File: src/rtl/uart_pkg.sv
// Shared types and default parameters for the UART receive path.
package uart_pkg;

  typedef enum logic [1:0] {
    IDLE  = 2'd0,
    START = 2'd1,
    DATA  = 2'd2,
    STOP  = 2'd3
  } rx_state_e;

  localparam int UART_DATA_BITS  = 8;
  localparam int UART_OVERSAMPLE = 16;

endpackage

File: src/rtl/rx_tick_counter.sv
// Modulo-MODULUS oversample counter with clear, tick-gated increment,
// and terminal-count / half-count flags.
module rx_tick_counter #(
  parameter int MODULUS = 16,
  parameter int W       = $clog2(MODULUS)
) (
  input  logic clk,
  input  logic reset,
  input  logic clear,
  input  logic inc,
  output logic term,
  output logic half
);

  logic [W-1:0] count;

  assign term = (count == W'(MODULUS - 1));
  assign half = (count == W'(MODULUS / 2 - 1));

  always_ff @(posedge clk) begin
    if (reset) begin
      count <= '0;
    end else if (clear) begin
      count <= '0;
    end else if (inc) begin
      count <= term ? '0 : count + 1'b1;
    end
  end

endmodule

File: src/rtl/uart_rx_ctrl.sv
// UART receive sequencer: finds the start bit, strobes each data bit at
// mid-bit into the shift register and flags the stop-bit outcome.
module uart_rx_ctrl
  import uart_pkg::*;
#(
  parameter int DATA_BITS  = UART_DATA_BITS,
  parameter int OVERSAMPLE = UART_OVERSAMPLE
) (
  input  logic clk,
  input  logic reset,
  input  logic rx,
  input  logic tick,
  output logic shift_en,
  output logic rx_bit,
  output logic wr_en,
  output logic frame_err,
  output logic busy
);

  localparam int BW = $clog2(DATA_BITS + 1);
  localparam logic [BW-1:0] LAST_BIT = BW'(DATA_BITS - 1);

  localparam logic [1:0] S_IDLE  = IDLE;
  localparam logic [1:0] S_START = START;
  localparam logic [1:0] S_DATA  = DATA;
  localparam logic [1:0] S_STOP  = STOP;

  logic [1:0]    state;
  logic [BW-1:0] bit_cnt;
  logic          os_clear;
  logic          os_inc;
  logic          os_term;
  logic          os_half;

  rx_tick_counter #(
    .MODULUS (OVERSAMPLE)
  ) u_os_cnt (
    .clk   (clk),
    .reset (reset),
    .clear (os_clear),
    .inc   (os_inc),
    .term  (os_term),
    .half  (os_half)
  );

  assign busy = (state != S_IDLE);

  // Start bit is judged at its midpoint; data and stop bits one full bit later.
  always_comb begin
    os_clear = 1'b0;
    os_inc   = 1'b0;
    if (tick) begin
      case (state)
        S_IDLE:  os_clear = 1'b1;
        S_START: if (os_half) os_clear = 1'b1; else os_inc = 1'b1;
        S_DATA,
        S_STOP:  if (os_term) os_clear = 1'b1; else os_inc = 1'b1;
        default: os_clear = 1'b1;
      endcase
    end
  end

  always_ff @(posedge clk) begin
    if (reset) begin
      state     <= S_IDLE;
      bit_cnt   <= '0;
      shift_en  <= 1'b0;
      rx_bit    <= 1'b0;
      wr_en     <= 1'b0;
      frame_err <= 1'b0;
    end else begin
      shift_en  <= 1'b0;
      wr_en     <= 1'b0;
      frame_err <= 1'b0;
      if (tick) begin
        case (state)
          S_IDLE: begin
            if (!rx) state <= S_START;
          end
          S_START: begin
            if (os_half) begin
              if (!rx) begin
                state   <= S_DATA;
                bit_cnt <= '0;
              end else begin
                state <= S_IDLE;
              end
            end
          end
          S_DATA: begin
            if (os_term) begin
              rx_bit   <= rx;
              shift_en <= 1'b1;
              bit_cnt  <= bit_cnt + 1'b1;
              if (bit_cnt == LAST_BIT) state <= S_STOP;
            end
          end
          S_STOP: begin
            if (os_term) begin
              wr_en     <= rx;
              frame_err <= ~rx;
              state     <= S_IDLE;
            end
          end
          default: state <= S_IDLE;
        endcase
      end
    end
  end

endmodule

File: config.mk
export PLATFORM = sky130hd
export DESIGN_NAME = uart_rx_ctrl
export DESIGN_NICKNAME = d
export VERILOG_FILES = /design/src/rtl/uart_pkg.sv /design/src/rtl/rx_tick_counter.sv /design/src/rtl/uart_rx_ctrl.sv
export SDC_FILE = /design/constraint.sdc
export NUM_CORES = 1
export LEC_CHECK = 0
export ABC_AREA = 1
export CORE_MARGIN = 10
export CORE_UTILIZATION = 45
export DETAILED_ROUTE_END_ITERATION = 6
export GPL_TIMING_DRIVEN = 0
export HOLD_SLACK_MARGIN = 0.08
export MAX_ROUTING_LAYER = met4
export PLACE_DENSITY = 0.68
export SETUP_SLACK_MARGIN = 0.4
export SYNTH_ARGS = -nofsm -noshare
export SYNTH_HDL_FRONTEND = slang
export SYNTH_HIERARCHICAL = 1
export SYNTH_SLANG_ARGS = --single-unit
export TNS_END_PERCENT = 1
File: constraint.sdc
create_clock -name clk -period 2.47 [get_ports clk]
set_input_delay 0.247 -clock clk [delete_from_list [all_inputs] [get_ports clk]]
set_output_delay 0.247 -clock clk [all_outputs]
set_load 0.02 [all_outputs]
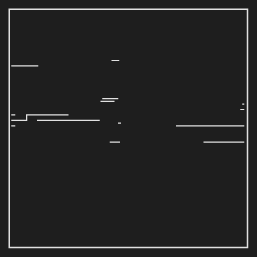
run_1/layer_met3.png
(4 px per um)
The layer carries 77.3 um of wire. The wires run mostly horizontal. The longest straight run is 16.8 um. 11 nets have wire on it. The layer holds 5.7% of the routed length.

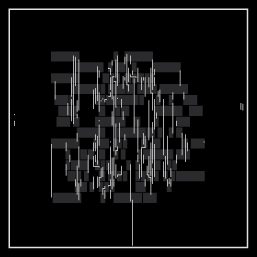
run_1/layer_met2.png
(4 px per um)
The wires run mostly vertical. The layer holds 39% of the routed length. The layer carries 537 um of wire.
met2 Resource Use GR: 12.5%
Vias: 643
final WL: 1360 um

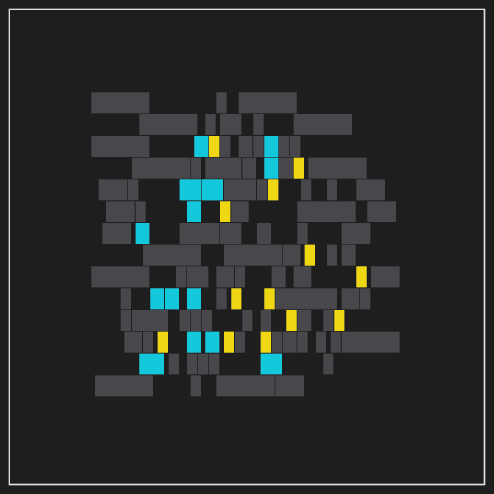
run_1/logic_types.png
(8 px per um)
aoi and oai cells: in cyan, cells 14. inv cells: in yellow, cells 13, most used inv_1.

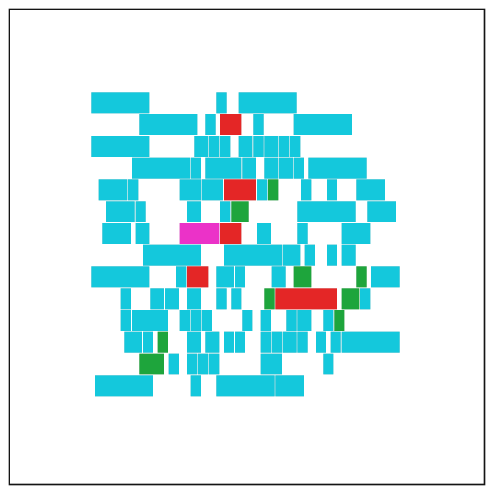
run_1/sizes.png
(8 px per um)
_3 and _4 cells: in red, cells 5, share 4.5%. _0 and _1 cells: in cyan, cells 95, share 86%. _2 cells: in green, cells 9, share 8.2%. _6 and larger: in magenta, cells 1, share 0.91%.
design area: 828 um2
Non-Clock Buffer Count: 8
P&R area growth vs syn: 19.7%
worst setup margin: 689 ps

==> reports/metrics.yaml, run 1 <==
run_status:
  outcome: "finished clean"
layout:
  diodes: 0
  layout_top_cell: "nand2_1"
  final_nets: 117
  most-common-layout-cells: "nand2_1, nor2_1, dfxtp_1"
  utilization_pct: 56.3
  nFillCells: 154
  drive_gt1_share_pct: 13.6
  fin_cells: 126
placed_design:
  routabilityCongestion: 0.790
  dpl.cell_count: 122
  io_buffers: 8
  hpwl_um: 1040
worst_setup_path:
  r2r_end: "u_os_cnt/count[0]$_SDFFE_PP0P_"
  crit_end: "u_os_cnt/count[0]$_SDFFE_PP0P_"
  critPathLaunchType: "flip-flop"
  crit_path_end_kind: "flip-flop"
  cp.arrival_ps: 2010
  crit_start: "u_os_cnt/count[0]$_SDFFE_PP0P_"
  r2r_slack_ps: 690
  r2r-start: "u_os_cnt/count[0]$_SDFFE_PP0P_"
  cp_max_fo: 5
  rr_worst_depth: 9
  required_ps: 2700
  critPathKind: "reg2reg"
logic_synthesis:
  netlist_area_um2: 692
  top_area_cell: "dfxtp_1"
  postSynthSeqShare_pct: 40.5
  synth_warnings: 6
  synth_nets: 104
  yosys_area_um2: 692
  yosysTopAreaCellShare_pct: 40.5
  ys_cells: 98
  syn_inst: 98
  ys_types: 20
  area_leaders: "dfxtp_1, nand2_1, nor2_1"
  avgSynthCellArea_um2: 7.06
  numSynthFlops: 14
global_routing:
  grt-ovfl-total: 0
  grtUsageTotal_pct: 8.66
  global_route.usage.met3_pct: 2.58
  grt_pass1_wl_um: 2350
  grt_pass1_vias: 573
  grtUsageMet1_pct: 10.4
  grt_max_degree: 9
  top_usage_layer: "met2"
  antenna_found_initial: 0
sta:
  slew_viol_final: 0
  tns_ps: 0
  clock_skew_ps: 9.30
  tightestPinTransition_ps: 410
  slew-limit-headroom_pct: 72.6
  rsz0062_at_grt: "false"
  fmax_mhz: 562
  min_period_over_period_pct: 72.1
  setup_violations: 0
  hold_violations: 0
  whs_ps: 491
  min_period_ps: 1780
min_path:
  hp-start: "rx_bit$_SDFFE_PP0P_"
  min_path_cells: 2
  hold-path-endpoint: "rx_bit$_SDFFE_PP0P_"
  hp-class: "reg2reg"
floorplan:
  die_x_um: 59.2
  die_area_mm2: 0.00351
  io_pins: 9
  core_mm2: 0.00147
  placementRows: 14
  fp-utilization_pct: 47.0
  fp.dieH_um: 59.2
detailed_routing:
  wl_per_cell_um: 10.8
  drt.antenna.violating_nets: 0
  dr.pass1.iters: 4
  vias_per_cell: 5.10
  drc: 0
  drt_iter0_markers: 16
cts:
  numCtsBuffers: 3
  clkTransAtPathRegs_ps: 100
  post_cts_buffers: 0
  clk_path_buf_depth: 2
  root_buffer: "clkbuf_4"
  ctsResizeCount: 0
  cts_num_sinks: 14
  cts_hold_buf: 0
  cts_tree: "done"
  clk_latency_ps: 290
  htreeDepth: 1
pwr:
  leakagePower_nw: 0.353
  power.total_w: 0.000440
  power-per-cell-area_mw_per_mm2: 532
  vdd_ir_drop_max_mv: 0.328
job:
  cap_violations: 0
  tool_warnings: 26
-- run 1: cells in the mapped netlist (all sizes together) --
cell type and n:
a22oi 2, a21oi 5, or2 2, ha 2, nand2 22, nand4 2, a21boi 1, dfxtp 14
nor2 21, nand3 8, o21ai 6, inv 13
-- run 1: through the flow --
stage / cell area (um2) / worst slack [ps]
floorplan: 692 / 901
global placement: 792 / 739
detailed placement: 792 / 713
CTS: 828 / 689
global route: 828 / 480
finish: 828 / 689
-- run 1: logic make-up after synthesis --
group	synth area share, %
flops	40.5
compound gates	11.8
fa+ha+maj	3.62
buf+inv	7.05
simple gates	37.1
-- run 1: flip-flops by register name (all words and copies together), names as in the netlist, named ones only --
register        cells
wr_en               1
bit_cnt             4
frame_err           1
shift_en            1
rx_bit              1
state               1
u_os_cnt/count      4
-- run 1: final cells by class --
class                           count  area, um2  share of cell area [%]
Tap cell                           16       20.0                    2.42
Multi-Input combinational cell     71        363                    43.8
Timing Repair Buffer                8       80.1                    9.67
Inverter                           13       48.8                    5.89
Clock buffer                        4       36.3                    4.38
Sequential cell                    14        280                    33.8
-- run 1: power breakdown --
group | leakage [nW] | switching, W | internal (W)
Clock | 0.0210 | 0.0000813 | 0.0000897
Sequential | 0.113 | 0.00000378 | 0.000228
Combinational | 0.219 | 0.0000219 | 0.0000155
-- run 1: layer usage --
metal / share of wire [%] / routed length [um]
met1: 53 / 719
met5: 0 / 0
met3: 5.7 / 77
met4: 2.1 / 29
met2: 39 / 536
-- run 1: critical path, cell delays in order (launching register included) --
cell      delay (ps)
dfxtp_1          340
ha_1             210
nand2_1          130
nor2_1            90
inv_1             60
nand3_1           90
a21boi_1         360
inv_2             90
or2_1            230
a21oi_2          130
## Run 2: what changed since run 1
--- a/config.mk
+++ b/config.mk
@@ -12,7 +12,7 @@
 export GPL_TIMING_DRIVEN = 0
 export HOLD_SLACK_MARGIN = 0.08
 export MAX_ROUTING_LAYER = met4
-export PLACE_DENSITY = 0.68
+export PLACE_DENSITY = 0.71
 export SETUP_SLACK_MARGIN = 0.4
 export SYNTH_ARGS = -nofsm -noshare
 export SYNTH_HDL_FRONTEND = slang
==> constraint.sdc (replaced) <==
create_clock -name clk -period 1.6 [get_ports clk]
set_input_delay 0.16 -clock clk [delete_from_list [all_inputs] [get_ports clk]]
set_output_delay 0.16 -clock clk [all_outputs]
set_load 0.02 [all_outputs]
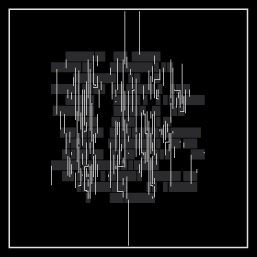
run_2/layer_met2.png
(4 px per um)
Vias: 671
final WL: 1510 um
met2 Resource Use GR: 14.1%

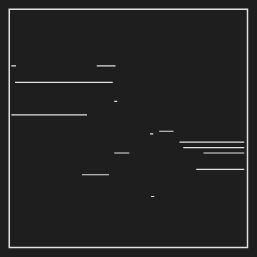
run_2/layer_met3.png
(4 px per um)
The layer carries 114 um of wire. The layer holds 7.6% of the routed length. The longest straight run is 24.1 um. The wires run mostly horizontal.
met3 Use GR: 3.65%

==> reports/metrics.yaml, run 2 <==
run_status:
  outcome: "finished clean"
global_routing:
  grt_pass1_vias: 617  # +7.7%
  grt-ovfl-total: 0  # unchanged
pwr:
  power_frac_seq_pct: 51.7  # -1.0 points
  swShare_pct: 24.5  # +0.25 points
  pg_comb_w: 0.0000753  # +100%
  power-per-cell-area_mw_per_mm2: 741  # +39%
  powerSeq_w: 0.000361  # +56%
  clkPwrFrac_pct: 37.5  # -1.3 points
  power.internal_w: 0.000526  # +58%
  leakagePower_nw: 0.411  # +16%
  power_clock_w: 0.000261  # +53%
  top_power_group: "sequential cells"
  vdd_ir_drop_max_mv: 0.601  # +83%
logic_synthesis:
  top_area_cell: "dfxtp_1"
  yosysTopAreaCellShare_pct: 40.5  # unchanged
  ys_cells: 98  # unchanged
  netlist_top_cells_count: "nand2_1, nor2_1, dfxtp_1"
  synth_nets: 104  # unchanged
  numSynthFlops: 14  # unchanged
  yosys_area_um2: 692  # unchanged
  netlist_area_um2: 692  # unchanged
  synth_warnings: 6  # unchanged
  flop_cell: "dfxtp_1"
  ys_types: 20  # unchanged
  postSynthSeqShare_pct: 40.5  # unchanged
layout:
  most-common-layout-cells: "nand2_1, nor2_1, dfxtp_1"
  regArea_um2: 284  # +1.3%
  diodes: 0  # unchanged
  buf_share_pct: 13.2  # +3.5 points
  buffers: 14  # +6
  non_clock_inverter_count: 13  # unchanged
  seq-cell-share_pct: 30.2  # -3.7 points
  clkCellAreaFrac_pct: 3.86  # -0.52 points
  nClkBuffers: 4  # unchanged
  final_nets: 123  # +5.1%
  final-comb-area_um2: 428  # +18%
  comb_share_pct: 45.5  # +1.7 points
  reg_top3: "bit_cnt: 4 flops, u_os_cnt/count: 4 flops"
  nMultiInputCombCells: 71  # unchanged
  fin_cells: 132  # +4.8%
  layout_top_cell: "nand2_1"
  largest_cell_class: "combinational gates"
floorplan:
  fp-utilization_pct: 47.0  # unchanged
  placementRows: 14  # unchanged
  core_mm2: 0.00147  # unchanged
  tapCellCount: 16  # unchanged
  die_area_mm2: 0.00351  # unchanged
sta:
  min_period_over_period_pct: 89.4  # +17 points
  slew_viol_final: 0  # unchanged
  setup_violations: 0  # unchanged
  min_period_ps: 1430  # -351 ps
  tns_ps: 0  # unchanged
  rsz0062_at_grt: "true"
  whs_ps: 469  # -22.7 ps
  fmax_mhz: 699  # +25%
worst_setup_path:
  cp_max_fo: 4  # -1
  critPathMaxStageDelay_ps: 350  # about the same
  path_common_cell: "nand2_1"
  rr_worst_depth: 11  # +2
  r2r-start: "u_os_cnt/count[1]$_SDFFE_PP0P_"
  r2r_slack_ps: 170  # -520 ps
  critPathKind: "reg2reg"
  r2r_end: "u_os_cnt/count[3]$_SDFFE_PP0P_"
  path_cells: "ha_4 > nand2_4 > nor2_4 > inv_2 > nand3_4 > a21boi_4 > nand2_1 > nor2_1 > nand2_1 > nand2_1 > nor2_1"
  critPathLaunchType: "flip-flop"
min_path:
  hold-path-endpoint: "rx_bit$_SDFFE_PP0P_"
  min_path_cells: 2  # unchanged
  hp-start: "rx_bit$_SDFFE_PP0P_"
cts:
  htreeDepth: 1  # unchanged
  cts_tree: "done"
  clk_latency_ps: 290  # about the same
  numCtsBuffers: 3  # unchanged
  root_buffer: "clkbuf_4"
  clk_path_buf_depth: 2  # unchanged
  clkTransAtPathRegs_ps: 90  # about the same
detailed_routing:
  drt.antenna.violating_nets: 0  # unchanged
  vias_per_cell: 5.08  # -0.39%
  drt_iter0_markers: 16  # unchanged
  wl_per_cell_um: 11.4  # +5.8%
  drc: 0  # unchanged
placed_design:
  hpwl_um: 1070  # +2.6%
  io_buffers: 8  # unchanged
  routabilityCongestion: 0.793  # +0.48%
job:
  tool_warnings: 29  # +12%
  cap_violations: 0  # unchanged
[run 2: timing repair]
item,4_1_cts,5_1_grt
endpoints found under the setup margin,16,19
hold buffers,0,0
pin swaps,3,2
gates cloned,0,0
resized,4,5
buffers inserted,4,2
[run 2: logic make-up (layout without fill, tap and decap cells)]
family                   Yosys count  count (layout)  synth area share [%]
AND-OR/OR-AND                     14              14                  11.8
flip-flops                        14              14                  40.5
adder cells (fa/ha/maj)            2               2                  3.62
buffers and inverters             13              31                  7.05
AND/OR/NAND/NOR                   55              55                  37.1
[run 2: how the worst max path moves through the flow]
stage	from	endpoint
detailed placement	tick	u_os_cnt/count[0]$_SDFFE_PP0P_
floorplan	u_os_cnt/count[0]$_SDFFE_PP0P_	u_os_cnt/count[0]$_SDFFE_PP0P_
CTS	u_os_cnt/count[0]$_SDFFE_PP0P_	u_os_cnt/count[0]$_SDFFE_PP0P_
global placement	tick	u_os_cnt/count[0]$_SDFFE_PP0P_
global route	u_os_cnt/count[1]$_SDFFE_PP0P_	u_os_cnt/count[1]$_SDFFE_PP0P_
finish	u_os_cnt/count[1]$_SDFFE_PP0P_	u_os_cnt/count[3]$_SDFFE_PP0P_
[run 2: stage by stage]
step	cell area [um2]	setup slack (ps)	utilization, %
final	941	170	63.9
after global placement	831	102	56.5
after CTS	907	183	61.6
after global routing	941	72.6	63.9
after floorplan	731	212	-
after detailed placement	831	82.2	56.5
[run 2: routing by layer]
metal | global-route usage [%] | wire length (um) | vias to the layer above
met1 | 9.38 | 636 | 298
met3 | 3.65 | 114 | 7
li1 | - | - | 351
met2 | 14.1 | 718 | 15
met5 | - | 0 | -
met4 | 3.93 | 41 | 0
[run 2: critical path: cells and delay by family (launching register included)]
kind	cells	cell delay (ps)
fa+ha+maj	1	160
buf+inv	1	70
simple gates	8	550
compound gates	1	200
flops	1	350
## Run 3: what changed since run 2
--- a/config.mk
+++ b/config.mk
@@ -7,12 +7,12 @@
 export LEC_CHECK = 0
 export ABC_AREA = 1
 export CORE_MARGIN = 10
-export CORE_UTILIZATION = 45
+export CORE_UTILIZATION = 44
 export DETAILED_ROUTE_END_ITERATION = 6
 export GPL_TIMING_DRIVEN = 0
 export HOLD_SLACK_MARGIN = 0.08
 export MAX_ROUTING_LAYER = met4
-export PLACE_DENSITY = 0.71
+export PLACE_DENSITY = 0.67
 export SETUP_SLACK_MARGIN = 0.4
 export SYNTH_ARGS = -nofsm -noshare
 export SYNTH_HDL_FRONTEND = slang
==> constraint.sdc (replaced) <==
create_clock -name clk -period 1.5 [get_ports clk]
set_input_delay 0.15 -clock clk [delete_from_list [all_inputs] [get_ports clk]]
set_output_delay 0.15 -clock clk [all_outputs]
set_load 0.02 [all_outputs]
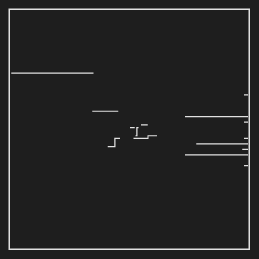
run_3/layer_met3.png
(4 px per um)
The wires run mostly horizontal. The longest straight run is 20.2 um. The layer holds 5.8% of the routed length. The layer carries 89.6 um of wire. 14 nets have wire on it.
final WL: 1550 um
met3 Use GR: 3.18%
Vias: 668

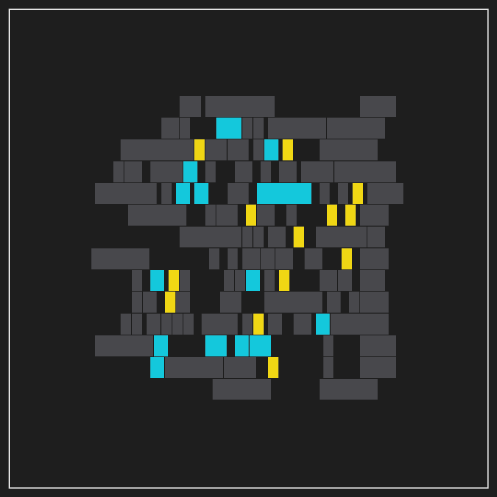
run_3/logic_types.png
(8 px per um)
most used logic cell in the final layout: nand2_1
Non-Filler Instances: 128
Comb/total area: 46.7%

==> reports/metrics.yaml, run 3 <==
cts:
  cts_tree: "done"
  root_buffer: "clkbuf_4"
  cts_hold_buf: 0  # unchanged
  ctsResizeCount: 7  # +3
  clkTransAtPathRegs_ps: 80  # about the same
  htreeDepth: 1  # unchanged
  post_cts_buffers: 3  # -1
  numCtsBuffers: 3  # unchanged
  clk_latency_ps: 270  # -20 ps
global_routing:
  grt_pass1_vias: 566  # -8.3%
logic_synthesis:
  yosys_area_um2: 692  # unchanged
  top_area_cell: "dfxtp_1"
  yosysTopAreaCellShare_pct: 40.5  # unchanged
  ys_cells: 98  # unchanged
  flop_cell: "dfxtp_1"
  numSynthFlops: 14  # unchanged
  syn_inst: 98
  synth_nets: 104  # unchanged
  synth_warnings: 6  # unchanged
  netlist_top_cells_count: "nand2_1, nor2_1, dfxtp_1"
  postSynthSeqShare_pct: 40.5  # unchanged
  ys_types: 20  # unchanged
  top_cell: "nand2_1"
worst_setup_path:
  crit_path_end_kind: "flip-flop"
  crit_end: "u_os_cnt/count[3]$_SDFFE_PP0P_"
  crit_start: "u_os_cnt/count[0]$_SDFFE_PP0P_"
  cp_max_fo: 4  # unchanged
  rr_worst_depth: 9  # -2
  r2r_end: "u_os_cnt/count[3]$_SDFFE_PP0P_"
  r2r_slack_ps: 0.6  # -170 ps
  r2r-start: "u_os_cnt/count[0]$_SDFFE_PP0P_"
  critPathKind: "reg2reg"
floorplan:
  fp-utilization_pct: 46.5  # -0.55 points
  die_area_mm2: 0.00356  # +1.5%
  core_mm2: 0.00149  # +1.2%
  placementRows: 14  # unchanged
sta:
  rsz0062_at_grt: "true"
  min_period_ps: 1500  # +69.4 ps
  setup_violations: 0  # unchanged
  slew_viol_final: 0  # unchanged
  tightestPinTransition_ps: 239
  fmax_mhz: 667  # -4.6%
  setup_slack_ps: 0.646  # -169 ps
placed_design:
  hpwl_um: 1080  # +1.5%
  io_buffers: 8  # unchanged
  dp_slack_ps: -10.2  # -92.4 ps
  routabilityCongestion: 0.831  # +4.7%
layout:
  final_nets: 120  # -2.4%
  reg_top3: "bit_cnt: 4 flops, u_os_cnt/count: 4 flops"
  most-common-layout-cells: "nand2_1, nor2_1, dfxtp_1"
  diodes: 0  # unchanged
run_status:
  outcome: "finished clean"
pwr:
  leakagePower_nw: 0.464  # +13%
  power-per-cell-area_mw_per_mm2: 728  # -1.8%
  vdd_ir_drop_max_mv: 0.376  # -37%
min_path:
  hold-path-endpoint: "rx_bit$_SDFFE_PP0P_"
  hp-start: "rx_bit$_SDFFE_PP0P_"
  min_path_cells: 2  # unchanged
detailed_routing:
  drc: 0  # unchanged
  drt.antenna.violating_nets: 0  # unchanged
  vias_per_cell: 5.22  # +2.7%
  drt_iter0_markers: 11  # -5
  wl_per_cell_um: 12.1  # +5.8%
job:
  tool_warnings: 29  # unchanged
  cap_violations: 0  # unchanged
[run 3: cell counts after synthesis]
No cell type changed its count.
[run 3: per-layer routing]
layer  wire length [um]  share of wire (%)  up-vias  GRT usage (%)
met4                  9               0.58        0           4.81
met1                761                 49      302           10.4
li1                   -                  -      345              -
met5                  0                  0        -              -
met2                688                 44       19           11.8
met3                 89                5.7        2           3.18
[run 3: critical path, cell delays in order (launching register included)]
cell and delay (ps):
dfxtp_4 360, ha_4 160, nand2_4 90, nor2_4 50
inv_2 70, nand3_4 80, a21boi_4 210, nand2_1 80
o21ai_1 220, nor2_1 70
[run 3: layout make-up]
| cell class | instances | area, um2 | area share, % |
|---|---|---|---|
| Clock buffer | 3 | 22.5 | 2.45 |
| Timing Repair Buffer | 11 | 111 | 12.1 |
| Multi-Input combinational cell | 71 | 429 | 46.7 |
| Sequential cell | 14 | 287 | 31.2 |
| Inverter | 13 | 48.8 | 5.31 |
| Tap cell | 16 | 20.0 | 2.18 |
[run 3: kinds of logic (layout without fill, tap and decap cells)]
group / Yosys count / after routing / synth area share, %
compound gates: 14 / 14 / 11.8
fa+ha+maj: 2 / 2 / 3.62
buf+inv: 13 / 27 / 7.05
flops: 14 / 14 / 40.5
simple gates: 55 / 55 / 37.1
[run 3: per-stage QoR]
stage	instances	hold slack (ps)	TNS (ps)	area, um2	util (%)
floorplan	98	219	0	731	-
global placement	122	451	0	831	55.8
detailed placement	122	459	-10.2	831	55.8
CTS	128	472	0	898	60.3
global route	128	500	-192	918	61.7
finish	128	465	0	918	61.7
[run 3: power breakdown]
group | total [W] | switching [W] | internal (W)
Sequential | 0.000383 | 0.00000806 | 0.000375
Combinational | 0.0000798 | 0.0000448 | 0.0000350
Clock | 0.000205 | 0.000112 | 0.0000928
Total | 0.000668 | 0.000165 | 0.000503
Power is estimated from default activity; no workload was simulated.
